### src/rtl/prbs4_pkg.sv
// Shared constants for the x^4+x^3+1 PRBS checker: LFSR geometry, taps and FSM encoding.
package prbs4_pkg;

  localparam int LFSR_W = 4;
  localparam int TAP_A  = 2;
  localparam int TAP_B  = 3;

  localparam logic [1:0] FILL   = 2'd0;
  localparam logic [1:0] HUNT   = 2'd1;
  localparam logic [1:0] LOCKED = 2'd2;

  // Next stream bit predicted from a 4-bit window where bit 0 is the newest bit.
  function automatic logic lfsr_pred(input logic [LFSR_W-1:0] v);
    return v[TAP_A] ^ v[TAP_B];
  endfunction

endpackage

### src/rtl/prbs4_ref.sv
// Free-running local PRBS reference: seeded from the received history, then advanced without looking at din.
module prbs4_ref
  import prbs4_pkg::*;
(
  input  logic              clk_i,
  input  logic              clr_i,
  input  logic              load_i,
  input  logic [LFSR_W-1:0] load_val_i,
  input  logic              adv_i,
  output logic              pred_o
);

  logic [LFSR_W-1:0] r_q;
  logic [LFSR_W-1:0] r_d;

  assign pred_o = lfsr_pred(r_q);

  always_comb begin
    r_d = r_q;
    if (load_i) begin
      r_d = load_val_i;
    end else if (adv_i) begin
      r_d = {r_q[LFSR_W-2:0], pred_o};
    end
  end

  always_ff @(posedge clk_i) begin
    if (clr_i) begin
      r_q <= '0;
    end else begin
      r_q <= r_d;
    end
  end

endmodule

### config.mk
export PLATFORM = sky130hd
export DESIGN_NAME = prbs4_ref
export DESIGN_NICKNAME = d
export VERILOG_FILES = /design/src/rtl/prbs4_pkg.sv /design/src/rtl/prbs4_ref.sv
export SDC_FILE = /design/constraint.sdc
export NUM_CORES = 1
export LEC_CHECK = 0
export ABC_AREA = 1
export CORE_AREA = 2 2 39 41
export CTS_BUF_LIST = sky130_fd_sc_hd__clkbuf_4 sky130_fd_sc_hd__clkbuf_8
export DETAILED_ROUTE_END_ITERATION = 10
export DIE_AREA = 0 0 41 43
export PLACE_DENSITY_LB_ADDON = 0.15
export SETUP_SLACK_MARGIN = 0.15
export SLEW_MARGIN = 20
export SYNTH_ARGS = -nofsm -noshare
export SYNTH_HDL_FRONTEND = slang
export SYNTH_SLANG_ARGS = --single-unit
### constraint.sdc
create_clock -name clk_i -period 0.82 [get_ports clk_i]
set_input_delay 0.246 -clock clk_i [delete_from_list [all_inputs] [get_ports clk_i]]
set_output_delay 0.246 -clock clk_i [all_outputs]
set_load 0.02 [all_outputs]
==> results.txt <==
The run has ended; figures from its reports follow.

STA classifies the critical path endpoint as an output port. Counting plain and timing-repair buffers in the layout gives 12. The post-detailed-route DRC marker count is 0. The most used flip-flop cell is sky130_fd_sc_hd__dfxtp_1. Sequential cells account for 37.1% of the total power.

The count of clock buffers in the final design is 3. The core utilization at floorplan is 15.9%. The worst register-to-register path ends at r_q[2]. The count of cell instances traversed by the critical path came out at 3.

Setup repair after global routing could not meet its margin everywhere. The tool warning count is 29. Entering global routing, the biggest net connects 8 pins.

The met2 wire length came out at 213 um. Per the gpl log, the routability congestion estimate is 0.619. In the synthesized netlist the async set-or-reset flop fraction comes to 0%. The area of the synthesized netlist per yosys stat came out at 220 um^2. The worst setup margin is -330 ps. The adder and majority cell fraction of the synthesized area came out at 0%. The number of failing setup endpoints in the final timing report came out at 3.

The portion of the layout cell area used by clock cells is 5.41%. The flow ran to the end, but the final reports show violations. The synthesized instance count came out at 37. The post-CTS setup-driven buffer insertion count is 1. The checks that failed: negative setup slack.
Figure 1. Placed standard cells.
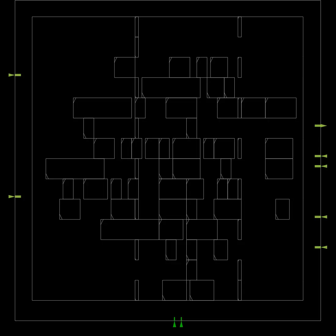
core outline area: 0.00138 mm^2
Row Count: 14
sequential cell count: 4

Figure 2. I/O pins on the die edge.
Bar = 10 um. Pins as bars across the die edge, other pins in gray.
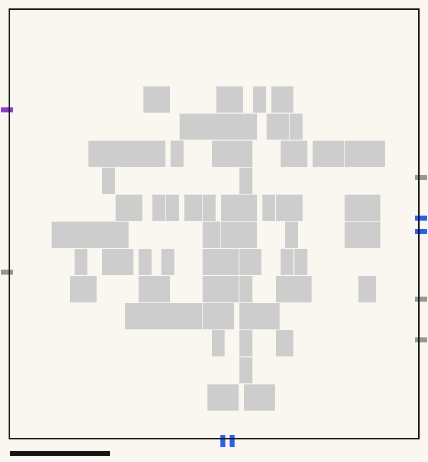
- blue: load_val_i (pins 4; direction input; edge 2 bottom, 2 right)
- purple: clk_i (pins 1; direction input; edge left)
Die X: 41 um
Die Y-Extent: 43 um
Port Buf Inserts: 8

Figure 3. M3 wires.
Bar = 10 um.
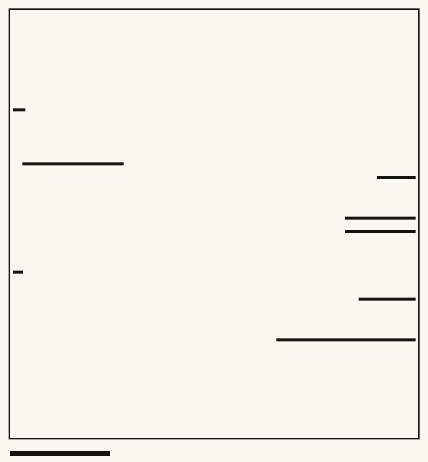
- longest straight run: 13.7 um
- main direction: horizontal
- wire length on this layer: 47.8 um
- share of all routed wire: 9.0%
- nets with wire on the layer: 7
final wirelength: 531 um
GRT met3 Usage: 5.24%
total number of vias: 257

Figure 4. Metal layers overlaid.
Bar = 10 um.
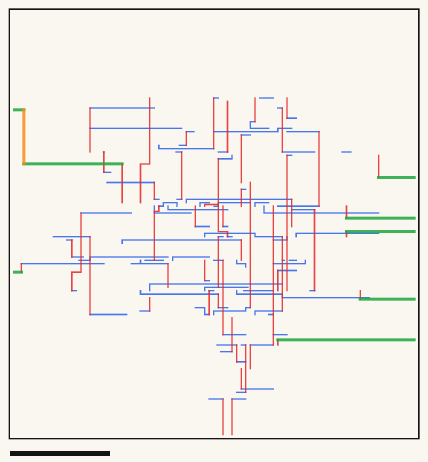
- orange: M4 (wire length 5.40 um)
- blue: M1 (wire length 265 um)
- red: M2 (wire length 213 um)
- green: M3 (wire length 47.8 um)
average wire per standard cell: 7.81 um
total track usage: 7.93%

Figure 5. Cell sizes after repair.
Bar = 10 um.
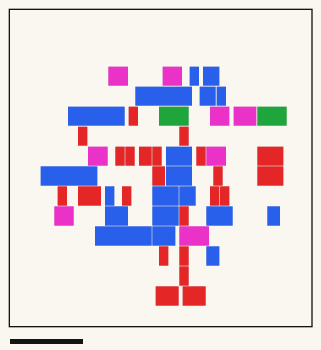
- red: x1 and smaller (cells 23; share 44%)
- green: x6 and larger (cells 2; share 3.8%)
- magenta: x3 and x4 (cells 8; share 15%)
- blue: x2 (cells 19; share 37%)
area grow syn2layout: 89.2%
area of all placed cells without fillers: 417 um^2
least setup slack across all paths after layout: -330 ps

